**src/rtl/kpg_pkg.sv**
```systemverilog
// Shared KPG code constants and the prefix combine operator for the pipelined adder.
package kpg_pkg;

    localparam logic [1:0] KPG_KILL = 2'b00;
    localparam logic [1:0] KPG_PROP = 2'b01;
    localparam logic [1:0] KPG_GEN  = 2'b11;

    // A propagating high group (01, or the alias 10) passes the low group's code through.
    function automatic logic [1:0] kpg_combine(input logic [1:0] hi, input logic [1:0] lo);
        case (hi)
            KPG_KILL: return KPG_KILL;
            KPG_GEN:  return KPG_GEN;
            default:  return lo;
        endcase
    endfunction

endpackage

```
**src/rtl/kpg_level.sv**
```systemverilog
// One combinational Kogge-Stone prefix level at a fixed distance over a packed code vector.
module kpg_level
    import kpg_pkg::*;
#(
    parameter int WIDTH = 16,
    parameter int DIST  = 1
) (
    input  logic [2*WIDTH-1:0] x,
    output logic [2*WIDTH-1:0] y
);

    for (genvar i = 0; i < WIDTH; i++) begin : g_bit
        if (i >= DIST) begin : g_comb
            assign y[2*i +: 2] = kpg_combine(x[2*i +: 2], x[2*(i-DIST) +: 2]);
        end else begin : g_pass
            assign y[2*i +: 2] = x[2*i +: 2];
        end
    end

endmodule

```
**src/rtl/kpg_pipe_adder.sv**
```systemverilog
// Pipelined KPG prefix adder/subtractor: rank 0 holds generated codes, ranks 1..NLEV one
// prefix level each; a single global advance stalls or moves every rank together.
module kpg_pipe_adder
    import kpg_pkg::*;
#(
    parameter int WIDTH = 16
) (
    input  logic             clk,
    input  logic             rst,
    input  logic             in_valid,
    output logic             in_ready,
    input  logic [WIDTH-1:0] a,
    input  logic [WIDTH-1:0] b,
    input  logic             cin,
    input  logic             sub,
    output logic             out_valid,
    input  logic             out_ready,
    output logic [WIDTH-1:0] sum,
    output logic             cout,
    output logic             ovf,
    output logic             zero
);

    localparam int NLEV = $clog2(WIDTH);

    logic                          adv;
    logic [WIDTH-1:0]              b_eff;
    logic [WIDTH-1:0]              p_in;
    logic                          c0_in;
    logic [2*WIDTH-1:0]            gen_code;

    logic [NLEV:0]                 vld_pipe;
    logic [NLEV:0][2*WIDTH-1:0]    code_q;
    logic [NLEV:0][WIDTH-1:0]      p_q;
    logic [NLEV:0]                 c0_q;
    logic [NLEV-1:0][2*WIDTH-1:0]  lvl_code;

    logic [2*WIDTH-1:0]            last_code;
    logic [WIDTH-1:0]              carry;

    assign adv      = !out_valid || out_ready;
    assign in_ready = adv;

    // Bit 0 absorbs the carry-in here, so no position is left propagating after the last level.
    always_comb begin
        b_eff    = sub ? ~b : b;
        c0_in    = sub ? 1'b1 : cin;
        p_in     = a ^ b_eff;
        gen_code = '0;
        for (int i = 0; i < WIDTH; i++) begin
            if (a[i] && b_eff[i])
                gen_code[2*i +: 2] = KPG_GEN;
            else if (p_in[i])
                gen_code[2*i +: 2] = KPG_PROP;
            else
                gen_code[2*i +: 2] = KPG_KILL;
        end
        gen_code[1:0] = ((a[0] & b_eff[0]) | (p_in[0] & c0_in)) ? KPG_GEN : KPG_KILL;
    end

    for (genvar l = 0; l < NLEV; l++) begin : g_lvl
        kpg_level #(
            .WIDTH (WIDTH),
            .DIST  (1 << l)
        ) u_lvl (
            .x (code_q[l]),
            .y (lvl_code[l])
        );
    end

    always_ff @(posedge clk) begin
        if (rst) begin
            vld_pipe <= '0;
            code_q   <= '0;
            p_q      <= '0;
            c0_q     <= '0;
        end else if (adv) begin
            vld_pipe  <= {vld_pipe[NLEV-1:0], in_valid};
            code_q[0] <= gen_code;
            p_q[0]    <= p_in;
            c0_q[0]   <= c0_in;
            for (int l = 1; l <= NLEV; l++) begin
                code_q[l] <= lvl_code[l-1];
                p_q[l]    <= p_q[l-1];
                c0_q[l]   <= c0_q[l-1];
            end
        end
    end

    assign last_code = code_q[NLEV];

    always_comb begin
        carry    = '0;
        carry[0] = c0_q[NLEV];
        for (int i = 1; i < WIDTH; i++)
            carry[i] = (last_code[2*(i-1) +: 2] == KPG_GEN);
    end

    assign out_valid = vld_pipe[NLEV];
    assign sum       = p_q[NLEV] ^ carry;
    assign cout      = (last_code[2*WIDTH-1 -: 2] == KPG_GEN);
    assign ovf       = carry[WIDTH-1] ^ cout;
    assign zero      = ~|sum;

endmodule

```
**config.mk**
```make
export PLATFORM = sky130hd
export DESIGN_NAME = kpg_pipe_adder
export DESIGN_NICKNAME = d
export VERILOG_FILES = /design/src/rtl/kpg_pkg.sv /design/src/rtl/kpg_level.sv /design/src/rtl/kpg_pipe_adder.sv
export SDC_FILE = /design/constraint.sdc
export NUM_CORES = 1
export LEC_CHECK = 0
export CORE_MARGIN = 5
export CORE_UTILIZATION = 62
export CTS_BUF_LIST = sky130_fd_sc_hd__clkbuf_8
export DETAILED_ROUTE_END_ITERATION = 7
export GPL_TIMING_DRIVEN = 1
export PLACE_DENSITY = 0.95
export SKIP_LAST_GASP = 1
export SYNTH_ARGS = -nofsm -noshare
export SYNTH_HDL_FRONTEND = slang
export SYNTH_SLANG_ARGS = --single-unit
```
**constraint.sdc**
```tcl
create_clock -name clk -period 1.8 [get_ports clk]
set_input_delay 0.36 -clock clk [delete_from_list [all_inputs] [get_ports clk]]
set_output_delay 0.36 -clock clk [all_outputs]
set_load 0.05 [all_outputs]
```
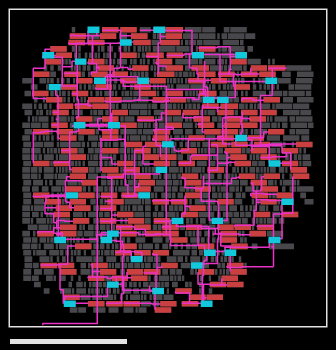
run_1/clk_routes.png
Scale bar: 50 um.
Key: flip-flops = red [count 219]; clock drivers = cyan [count 36]; clock wires = magenta [length 2760 um]
There are 37 routed clock nets.
later-pin clock latency in the skew report: 0.55 ns
clk_skew: 0.0446 ns

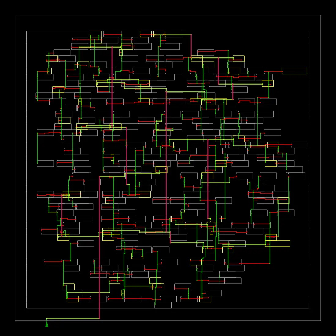
run_1/clocks.png
cts bufs inserted: 36
Power Clock: 0.00468 W

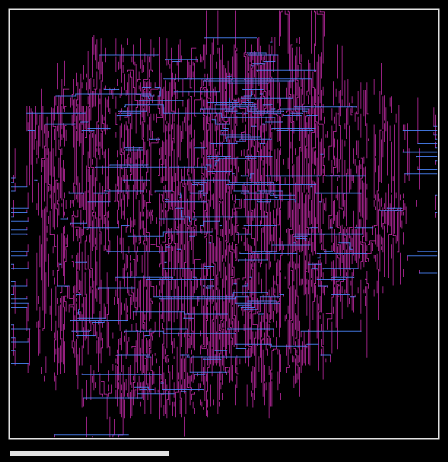
run_1/wires.png
Scale bar: 50 um. Two of the layers only.
Key: metal 2 = magenta [wire length 12800 um]; metal 3 = blue [wire length 1940 um]
overall routed net length: 25.2 mm
total via count in the routed design: 8441
gr usage total: 26.8%
WL/cell: 17.6 um

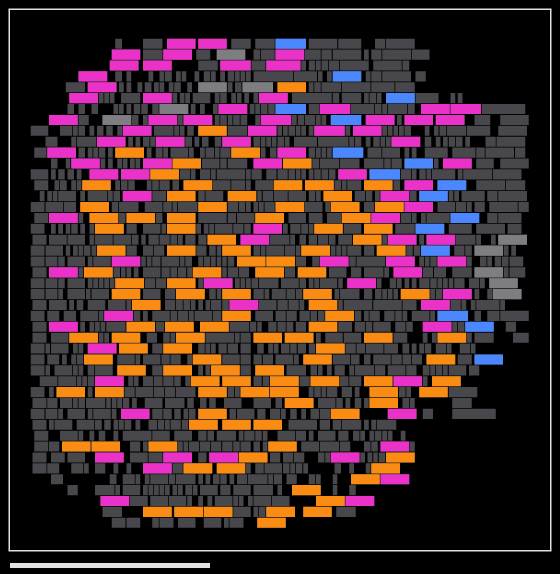
run_1/flops_by_reg.png
Scale bar: 50 um.
Key: last_code = blue [placed flops 16]; code_q = orange [placed flops 113]; p_q = magenta [placed flops 80, where all over the die]
Another 10 sequential cells are not colored.
final core occ: 77.3%
power drawn by the sequential cells: 0.00521 W
fraction of area in registers: 37.3%
area taken by flip-flops and latches: 0.00440 mm2

==> GITHUB_STEP_SUMMARY, run 1 <==
### Yosys + OpenROAD results

| Metric | Value |
|---|---|
| Number of global-route vias before repair | 8269 |
| Multi-input gate area | 0.00491 mm2 |
| Top-level port count | 59 |
| Achievable Freq | 438 MHz |
| Instance tally after logic synthesis | 1119 |
| Max layer used | met4 |
| Worst reg2reg path endpoint | code_q[122] |
| Biggest Area Class | combinational gates |
| Pre-CTS WS | -0.163 ns |
| Measured slew at the worst slew-check pin | 0.371 ns |
| Area added between synthesis and finish | 22.0% |
| Clk slew on worst S/H paths | 0.06 ns |
| Buffer levels on the longest clock path | 3 |
| Path category of the worst min-delay check | in -> reg |
| Worst slack on hold paths | 0.105 ns |
| Critical path fanouts, max | 2 |
| DIE AREA | 0.0182 mm2 |
| Data required time at the worst endpoint | 1.44 ns |
| Core footprint | 0.0153 mm2 |
| Worst path top cell family by delay | simple AND/OR/NAND/NOR gates |
| Run status | finished with violations |
| # setup viols final | 3 |
| Fin worst setup slack | -0.482 ns |
| Aoi/oai-family share of the synthesized area | 14.7% |
| PortBufs | 58 |
| MUX area fraction | 1.55% |
| Maxcap violations | 0 |
| Setup Total Neg Slack | -0.584 ns |
| Combinational share of power | 8.9% |
| Simple-Gate Area Share | 19.4% |
| Diode insertion count for antenna repair | 0 |
| Tool warnings | 44 |
| Maximum cell stage delay along the critical path | 0.35 ns |
| Switching Fraction | 24.8% |
| Met2 Usage GRT | 47.1% |
| Leftover overflow at the end of global routing | 0 |
| Count of final hold-check violations | 0 |
| Total length of routed met3 wires | 1.94 mm |
| Logic share of the area | 41.7% |
| Relative contribution of sequential cells to total power | 48.0% |
| Post-Layout Cell Count | 1431 |
| Synth top area share | 45.3% |
| Vias per cell | 5.90 |
| Failing checks | setup timing |
==> run 1 -> run 2 <==
ABC_CLOCK_PERIOD_IN_PS = 1800   (was default)
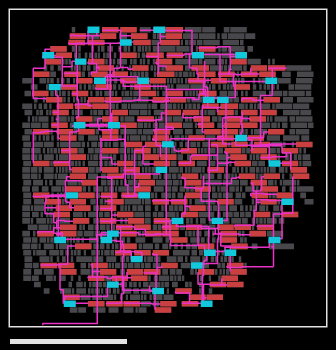
run_2/clk_routes.png
Scale bar: 50 um.
Key: clock drivers = cyan [count 36]; clock wires = magenta [length 2760 um]; flip-flops = red [count 219]
There are 37 routed clock nets. Position of the flops: all over the die.
power share of the clock group: 43.1%

==> GITHUB_STEP_SUMMARY, run 2 <==
### Yosys + OpenROAD results

| Metric | Value |
|---|---|
| Run status | finished with violations |
| Failing checks | setup timing |
| Pre-CTS WS | -0.163 ns (unchanged) |
| DIE AREA | 0.0182 mm2 (unchanged) |
| Setup Total Neg Slack | -0.584 ns (unchanged) |
| Power Clock | 0.00468 W (about the same) |
| Gr usage total | 26.8% (unchanged) |
| Instance tally after logic synthesis | 1119 (unchanged) |
| Top-level port count | 59 (unchanged) |
| Synth top area share | 45.3% (unchanged) |
| Number of global-route vias before repair | 8269 (unchanged) |
| Multi-input gate area | 0.00491 mm2 (unchanged) |
| Count of final hold-check violations | 0 (unchanged) |
| Worst path top cell family by delay | simple AND/OR/NAND/NOR gates |
| Worst reg2reg path endpoint | code_q[122] |
| Diode insertion count for antenna repair | 0 (unchanged) |
| Relative contribution of sequential cells to total power | 48.0% (about the same) |
| # setup viols final | 3 (unchanged) |
| Aoi/oai-family share of the synthesized area | 14.7% (unchanged) |
| Biggest Area Class | combinational gates |
| Total length of routed met3 wires | 1.94 mm (unchanged) |
| Cts bufs inserted | 36 (unchanged) |
| Max layer used | met4 |
| Overall routed net length | 25.2 mm (unchanged) |
| Fin worst setup slack | -0.482 ns (unchanged) |
| Switching Fraction | 24.8% (unchanged) |
| Critical path fanouts, max | 2 (unchanged) |
| Core footprint | 0.0153 mm2 (unchanged) |
| Post-Layout Cell Count | 1431 (unchanged) |
| Achievable Freq | 438 MHz (unchanged) |
| Area taken by flip-flops and latches | 0.00440 mm2 (unchanged) |
| Tool warnings | 44 (unchanged) |
| Clk slew on worst S/H paths | 0.06 ns (about the same) |
| Power drawn by the sequential cells | 0.00521 W (about the same) |
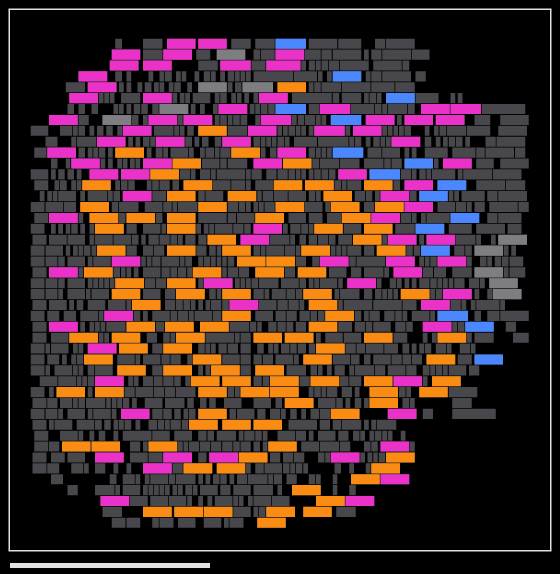
run_2/flops_by_reg.png
Scale bar: 50 um.
Key: last_code = blue [placed flops 16]; p_q = magenta [placed flops 80, where all over the die]; code_q = orange [placed flops 113]
Another 10 sequential cells are not colored.

==> run 2 -> run 3 <==
MAX_ROUTING_LAYER = met4   (was default)
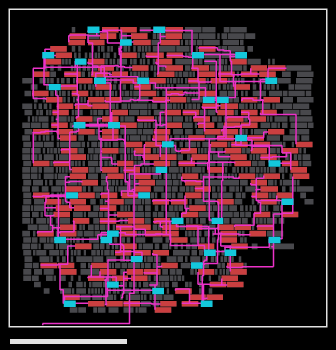
run_3/clk_routes.png
Scale bar: 50 um.
Key: flip-flops = red [count 219]; clock wires = magenta [length 2760 um]; clock drivers = cyan [count 36]
Position of the flops: all over the die. There are 37 routed clock nets.
clk_skew: 0.0441 ns

==> GITHUB_STEP_SUMMARY, run 3 <==
### Yosys + OpenROAD results

| Metric | Value |
|---|---|
| Synth top area share | 45.3% (unchanged) |
| Worst path top cell family by delay | simple AND/OR/NAND/NOR gates |
| Power drawn by the sequential cells | 0.00521 W (about the same) |
| Power share of the clock group | 43.1% (about the same) |
| Multi-input gate area | 0.00491 mm2 (unchanged) |
| Total length of routed met3 wires | 1.82 mm (-6.3%) |
| # setup viols final | 3 (unchanged) |
| Diode insertion count for antenna repair | 0 (unchanged) |
| Instance tally after logic synthesis | 1119 (unchanged) |
| Achievable Freq | 439 MHz (+0.10%) |
| Top-level port count | 59 (unchanged) |
| Failing checks | setup timing |
| Cts bufs inserted | 36 (unchanged) |
| Switching Fraction | 24.8% (about the same) |
| Biggest Area Class | combinational gates |
| Area taken by flip-flops and latches | 0.00440 mm2 (unchanged) |
| Run status | finished with violations |
| Number of global-route vias before repair | 8254 (-0.18%) |
| Count of final hold-check violations | 0 (unchanged) |
| DIE AREA | 0.0182 mm2 (unchanged) |
| Pre-CTS WS | -0.163 ns (unchanged) |
| Tool warnings | 44 (unchanged) |
| Power Clock | 0.00468 W (about the same) |
| Aoi/oai-family share of the synthesized area | 14.7% (unchanged) |
| Core footprint | 0.0153 mm2 (unchanged) |
| Relative contribution of sequential cells to total power | 48.0% (about the same) |
| Fin worst setup slack | -0.480 ns (+0.00235 ns) |
| Max layer used | met4 |
| Worst reg2reg path endpoint | code_q[93] |
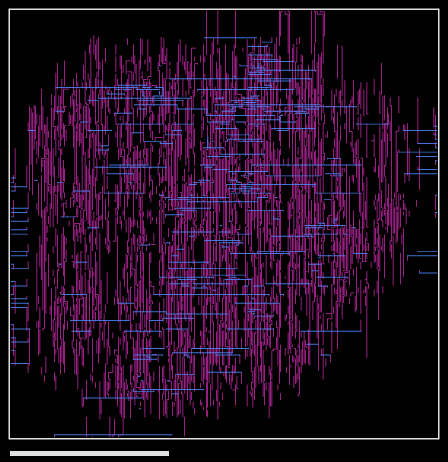
run_3/wires.png
Scale bar: 50 um. Two of the layers only.
Key: metal 2 = magenta [wire length 12800 um]; metal 3 = blue [wire length 1820 um]
WL/cell: 17.6 um
overall routed net length: 25.2 mm
total via count in the routed design: 8447

Power figures rest on the tool's default switching activity, not on a simulated workload.
